### config.mk
export PLATFORM = sky130hd
export DESIGN_NAME = mem_arbiter
export DESIGN_NICKNAME = d
export VERILOG_FILES = /design/src/rtl/mem_arbiter_pkg.sv /design/src/rtl/mem_arbiter_rr_pick2.sv /design/src/rtl/mem_arbiter.sv
export SDC_FILE = /design/constraint.sdc
export NUM_CORES = 1
export LEC_CHECK = 0
export ABC_AREA = 1
export ABC_CLOCK_PERIOD_IN_PS = 13700
export CORE_UTILIZATION = 45
export CTS_CLUSTER_SIZE = 12
export DETAILED_ROUTE_END_ITERATION = 7
export GPL_TIMING_DRIVEN = 0
export PLACE_DENSITY = 0.85
export SYNTH_ARGS = -nofsm -noshare
export SYNTH_HDL_FRONTEND = slang
export SYNTH_SLANG_ARGS = --single-unit
### constraint.sdc
create_clock -name clk -period 13.7 [get_ports clk]
set_input_delay 2.74 -clock clk [delete_from_list [all_inputs] [get_ports clk]]
set_output_delay 2.74 -clock clk [all_outputs]
set_load 0.005 [all_outputs]
### src/rtl/mem_arbiter_pkg.sv
// mem_arbiter_pkg: shared state encodings and grant identifiers for the memory arbiter
package mem_arbiter_pkg;
  typedef enum logic [1:0] {
    IDLE     = 2'd0,
    GRANT_IC = 2'd1,
    GRANT_DC = 2'd2,
    RESP     = 2'd3
  } state_t;
  localparam logic GNT_IC = 1'b0;
  localparam logic GNT_DC = 1'b1;
endpackage

### src/rtl/mem_arbiter_rr_pick2.sv
// rr_pick2: combinational two-way round-robin picker favouring the side that did not win last
module rr_pick2
  import mem_arbiter_pkg::*;
(
  input  logic ic_valid,
  input  logic dc_valid,
  input  logic last_grant,
  output logic any,
  output logic pick
);
  // On a tie the loser of the previous grant wins; otherwise the only requester wins
  always_comb begin
    any  = ic_valid | dc_valid;
    pick = (ic_valid && dc_valid) ? ~last_grant : (dc_valid ? GNT_DC : GNT_IC);
  end
endmodule

### src/rtl/mem_arbiter.sv
// mem_arbiter: shares one memory port between I-cache reads and D-cache reads/writes
module mem_arbiter
  import mem_arbiter_pkg::*;
#(
  parameter int ADDR_W  = 32,
  parameter int DATA_W  = 32,
  parameter int TIMEOUT = 255
) (
  input  logic              clk,
  input  logic              rst,
  input  logic [ADDR_W-1:0] ic_req_addr,
  input  logic              ic_req_valid,
  output logic [DATA_W-1:0] ic_req_data,
  output logic              ic_req_ready,
  input  logic [ADDR_W-1:0] dc_req_addr,
  input  logic              dc_req_wr,
  input  logic [DATA_W-1:0] dc_wr_data,
  input  logic              dc_req_valid,
  output logic [DATA_W-1:0] dc_req_data,
  output logic              dc_req_ready,
  output logic [ADDR_W-1:0] mem_req_addr,
  output logic [DATA_W-1:0] mem_wr_data,
  output logic              mem_req_valid,
  output logic              mem_req_wr,
  input  logic [DATA_W-1:0] mem_req_data,
  input  logic              mem_req_ready,
  output logic              timeout_err
);
  localparam int CW = TIMEOUT > 0 ? $clog2(TIMEOUT + 1) : 1;
  localparam logic [CW-1:0] WD_MAX = CW'(TIMEOUT);
  state_t state, state_nx;
  logic last_grant, any, pick, in_grant;
  logic [CW-1:0] wd_cnt, wd_nx;
  rr_pick2 u_pick (
    .ic_valid  (ic_req_valid),
    .dc_valid  (dc_req_valid),
    .last_grant(last_grant),
    .any       (any),
    .pick      (pick)
  );
  // State register
  always_ff @(posedge clk or posedge rst) begin
    if (rst) state <= IDLE;
    else state <= state_nx;
  end
  // Next state plus saturating watchdog increment
  always_comb begin
    in_grant = (state == GRANT_IC) || (state == GRANT_DC);
    wd_nx    = (wd_cnt == WD_MAX) ? wd_cnt : wd_cnt + CW'(1);
    state_nx = state;
    if (state == IDLE && any) state_nx = (pick == GNT_IC) ? GRANT_IC : GRANT_DC;
    else if (in_grant && mem_req_ready) state_nx = RESP;
    else if (state == RESP) state_nx = IDLE;
  end
  // Registered request launch, completion capture and sticky watchdog
  always_ff @(posedge clk or posedge rst) begin
    if (rst) begin
      last_grant    <= GNT_DC;
      wd_cnt        <= '0;
      timeout_err   <= 1'b0;
      ic_req_data   <= '0;
      ic_req_ready  <= 1'b0;
      dc_req_data   <= '0;
      dc_req_ready  <= 1'b0;
      mem_req_addr  <= '0;
      mem_wr_data   <= '0;
      mem_req_valid <= 1'b0;
      mem_req_wr    <= 1'b0;
    end else begin
      ic_req_ready <= 1'b0;
      dc_req_ready <= 1'b0;
      if (state == IDLE && any) begin
        last_grant    <= pick;
        wd_cnt        <= '0;
        mem_req_valid <= 1'b1;
        mem_req_addr  <= (pick == GNT_IC) ? ic_req_addr : dc_req_addr;
        mem_req_wr    <= (pick == GNT_IC) ? 1'b0 : dc_req_wr;
        mem_wr_data   <= (pick == GNT_IC) ? '0 : dc_wr_data;
      end
      if (in_grant && mem_req_ready) begin
        mem_req_valid <= 1'b0;
        mem_req_wr    <= 1'b0;
        if (state == GRANT_IC) begin
          ic_req_ready <= 1'b1;
          ic_req_data  <= mem_req_data;
        end else begin
          dc_req_ready <= 1'b1;
          if (!mem_req_wr) dc_req_data <= mem_req_data;
        end
      end else if (in_grant) begin
        wd_cnt <= wd_nx;
        if (TIMEOUT != 0 && wd_nx == WD_MAX) timeout_err <= 1'b1;
      end
    end
  end
endmodule
==> flow_summary.yaml <==
# synthesis and place-and-route metrics
status:
  outcome: "finished, final reports clean"
logic_synthesis:
  post_synth_main_logic_family: "simple AND/OR/NAND/NOR gates"
  floorplan.nets: 818
  synth.area.mux_share: 0
  synth.cellmix.adderShare: 0.00823
  synth.area.top_cells: "sky130_fd_sc_hd__dfrtp_1 59%, sky130_fd_sc_hd__nand2_1 11%, sky130_fd_sc_hd__o21ai_0 8.3%"
  yosysCellCount: 680
  netlist.top_cell.by_area: "sky130_fd_sc_hd__dfrtp_1"
  yosys.area_share.xor_xnor: 0
  yosys_area_um2: 6080
  synth-compound-area-share: 0.0963
  yosys_warnings: 0
  seq_area_frac_synth: 0.593
  synth_simple_gate_area_share: 0.217
  top_area_frac: 0.588
  synth.distinct_cells: 24
finish:
  drive_gt1_frac: 0.0706
  final_nets: 1103
  final_cell_count_no_fill: 1155
  area.growth.synth_to_final_pct: 58.9
power:
  worst_ir_drop_vdd_mv: 0.105
  p_leak_nw: 4.52
  power.density_cell_area_nw_per_um2: 219
final_timing:
  setup_viols_final: 0
  highest_attainable_clock_frequency_ghz: 0.245
  hold_ws_ps: 470
  tightestPinTransition_ps: 513
  fin_crit_sh: 0.298
  worst_clock_skew_ps: 4.80
  final.min_clock_period_ps: 4090
  final-max-slew-violation-count: 0
  final.setup.worst_slack_ps: 9610
  final_hold_viol_count: 0
  timing.max_slew.rel_slack: 0.658
global_route:
  globalRouteMet2Util: 0.480
  grt_use_met3: 0.0869
  grt_first_pass_wirelength_um: 30000
  grt_use_met1: 0.318
  grt_busiest_layer: "met2"
  globalRouteOverflowTotal: 0
  grt_pass1_vias: 5884
  antenna_violations_before_repair: 1
die:
  fp.dieH_um: 118
  rows: 42
  core_util_floorplan: 0.461
  die_area_um2: 14000
  die_x_extent_um: 118
clocking:
  cts_clk_pin_slew_worst_paths_ps: 60
  post_cts_resize_count: 0
  clk_latency_ps: 420
  clk_root_buffer_cell: "sky130_fd_sc_hd__clkbuf_16"
  postCtsSetupRepairBufs: 0
  tritoncts.num_buffers: 17
  cts_tree: "built"
  clock_sinks: 144
  ctsHoldBuffers: 0
routing:
  detailroute.wirelength.met2_um: 9320
  met3_wirelength_um: 1710
  drt_first_iter_violations: 421
  firstDrtPassIters: 5
  top_signal_layer_used: "met4"
  totalWireLength_um: 18700
  detail_routed_via_count_per_cell: 5.11
  m1WireLength_um: 7190
worst_hold_path:
  min-delay-path-class: "flop to flop"
  min-delay-start: "timeout_err"
setup_path:
  arrival_time_of_data_at_the_critical_path_endpoint_ps: 1350
  worstPathRequired_ps: 10960
  critical-path-top-delay-family: "buffers and inverters"
  crit_path_cell_trace: "clkdlybuf4s50_1"
  crit_path_end_kind: "output pin"
  critical_path.slowest_cell: "sky130_fd_sc_hd__clkdlybuf4s50_1"
  setup.worst_path.start: "mem_req_addr[26]"
  kind_of_start_point_of_the_critical_path: "flop"
  critical_path.max_fanout: 2
placed_design:
  gp_routability_congestion: 0.852
  place_ws_ps: 9240
run:
  max_cap_viol_count: 0
  number_of_warnings_the_tools_reported: 28
[final timing paths]
path                                    end  slack, ps  cells past startpoint
setup / recovery           mem_req_addr[26]       9610                      1
setup reg to reg            dc_req_data[23]      11760                      7
hold reg to reg                 timeout_err        470                      2
max in group asynchronous        last_grant      10100                      3
min in group asynchronous   dc_req_data[28]       2750                      2
hold / removal                  timeout_err        470                      2
[sequential cells by signal, indices dropped and copies added, names as in the netlist]
| name | cells |
|---|---|
| mem_req_wr | 1 |
| ic_req_ready | 1 |
| mem_req_valid | 1 |
| state | 2 |
| ic_req_data | 32 |
| dc_req_ready | 1 |
| timeout_err | 1 |
| wd_cnt | 8 |
| last_grant | 1 |
| mem_req_addr | 32 |
| dc_req_data | 32 |
| mem_wr_data | 32 |
[cells in the mapped netlist (all sizes together)]
| master | instances |
|---|---|
| o21bai | 1 |
| a31oi | 1 |
| o21ai | 102 |
| dfstp | 1 |
| o21a | 1 |
| dfrtp | 143 |
| a21oi | 1 |
| o31ai | 5 |
| or2 | 1 |
| ha | 4 |
| clkbuf | 18 |
| inv | 81 |
| nor2 | 15 |
| nand4 | 32 |
| nand3 | 75 |
| buf | 24 |
| nand2 | 175 |
[cells in the final DEF, fill, tap and decap left out]
cell	n
sky130_fd_sc_hd__nor2_1	13
sky130_fd_sc_hd__buf_6	4
sky130_fd_sc_hd__o21ai_2	1
sky130_fd_sc_hd__nor2_4	2
sky130_fd_sc_hd__clkbuf_16	17
sky130_fd_sc_hd__o21ai_0	101
sky130_fd_sc_hd__o21bai_1	1
sky130_fd_sc_hd__nand2_2	2
sky130_fd_sc_hd__nand3_1	75
sky130_fd_sc_hd__buf_2	20
sky130_fd_sc_hd__inv_6	3
sky130_fd_sc_hd__clkinvlp_4	4
sky130_fd_sc_hd__clkdlybuf4s50_1	265
sky130_fd_sc_hd__inv_2	2
sky130_fd_sc_hd__dfrtp_1	143
sky130_fd_sc_hd__o31ai_1	5
sky130_fd_sc_hd__nand2_1	172
sky130_fd_sc_hd__clkbuf_8	1
sky130_fd_sc_hd__clkinv_2	1
sky130_fd_sc_hd__clkbuf_1	18
sky130_fd_sc_hd__buf_16	1
sky130_fd_sc_hd__diode_2	1
sky130_fd_sc_hd__nand4_1	32
sky130_fd_sc_hd__bufinv_16	6
sky130_fd_sc_hd__o21a_4	1
sky130_fd_sc_hd__inv_1	78
sky130_fd_sc_hd__ha_1	4
sky130_fd_sc_hd__dfstp_2	1
sky130_fd_sc_hd__or2_2	1
sky130_fd_sc_hd__nand2_4	1
sky130_fd_sc_hd__clkbuf_2	1
sky130_fd_sc_hd__a31oi_1	1
sky130_fd_sc_hd__a21oi_1	1
[power breakdown]
group | total [mW] | leakage, nW | switching [mW] | internal, mW
Combinational | 0.866 | 2.39 | 0.404 | 0.462
Sequential | 0.726 | 1.81 | 0.110 | 0.615
Clock | 0.526 | 0.316 | 0.179 | 0.347
[area by class of cell]
cell class / instances / area [um^2]
Antenna cell: 1 / 2.50
Buffer: 42 / 214
Clock buffer: 19 / 443
Clock inverter: 13 / 233
Fill cell: 920 / 3530
Inverter: 81 / 309
Multi-Input combinational cell: 413 / 1960
Sequential cell: 144 / 3600
Tap cell: 176 / 220
Timing Repair Buffer: 266 / 2680
### Nets reached from selected ports

The bar under the picture is 20 um long.
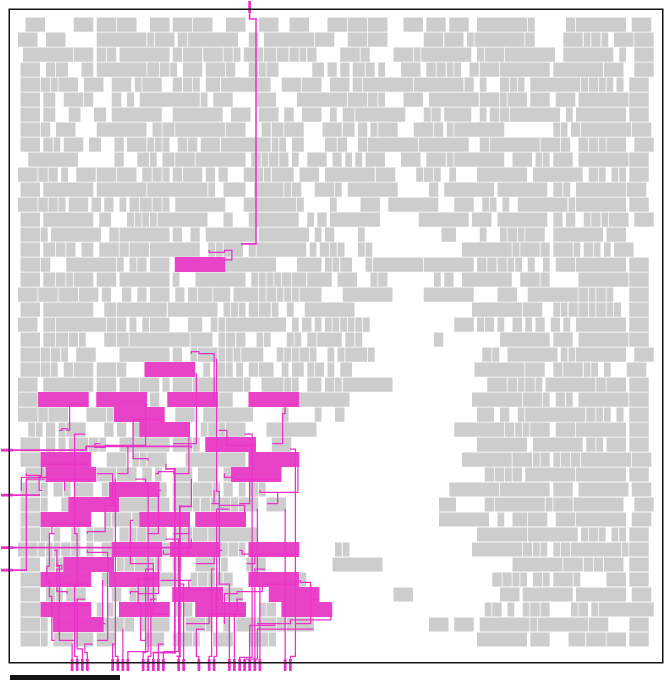
| color | port | direction | edge | end cells | buffers | wire |
|---|---|---|---|---|---|---|
| magenta | mem_wr_data | output | 27 bottom, 4 left, 1 top | 32 | 32 | 1,250 um |
Buffers on Ports: 265
boundary pin count: 267

### Routed metal per tile

The die is cut into 24 by 24 equal tiles; dark blue is low, red is high, scaled to the fullest tile. Values are wire area over tile area, all layers added.
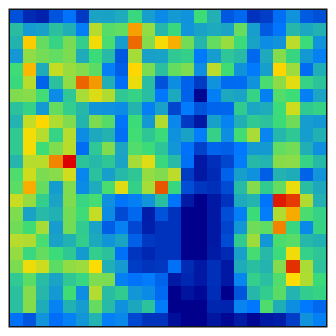
mean over tiles: 0.22
densest ninth of the die: middle left
nearly empty tiles: 3.5%
tiles over half the peak: 28%
via count: 5,905
routed length per placed instance: 16.2 um
GRT Resource Usage Total: 0.278

### Cell classes on the final placement

Fill, decap, tap and diode cells in gray.
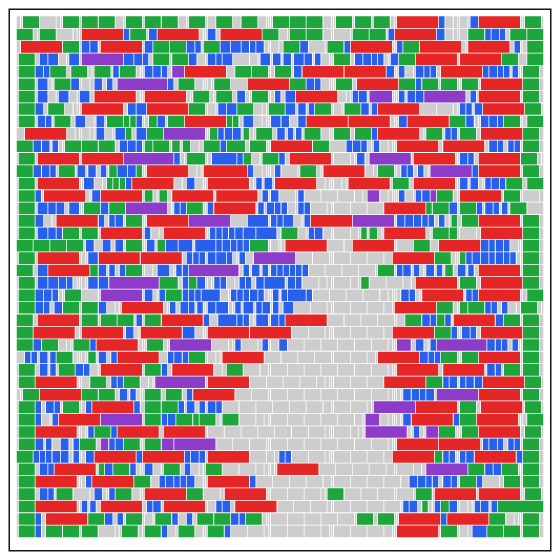
| color | class | cells | share of their area |
|---|---|---|---|
| blue | remaining logic cells | 494 | 24% |
| purple | clock drivers and dummy loads | 32 | 7.2% |
| red | registers | 144 | 38% |
| green | remaining buffers and delay cells | 308 | 31% |
Non-Filler Cell Area, Final: 9660 um^2
share of the core filled with cells in the final layout: 0.733
core outline area: 13,200 um^2
share of cell area taken by flip-flops and latches: 0.373

Power figures rest on the tool's default switching activity, not on a simulated workload.
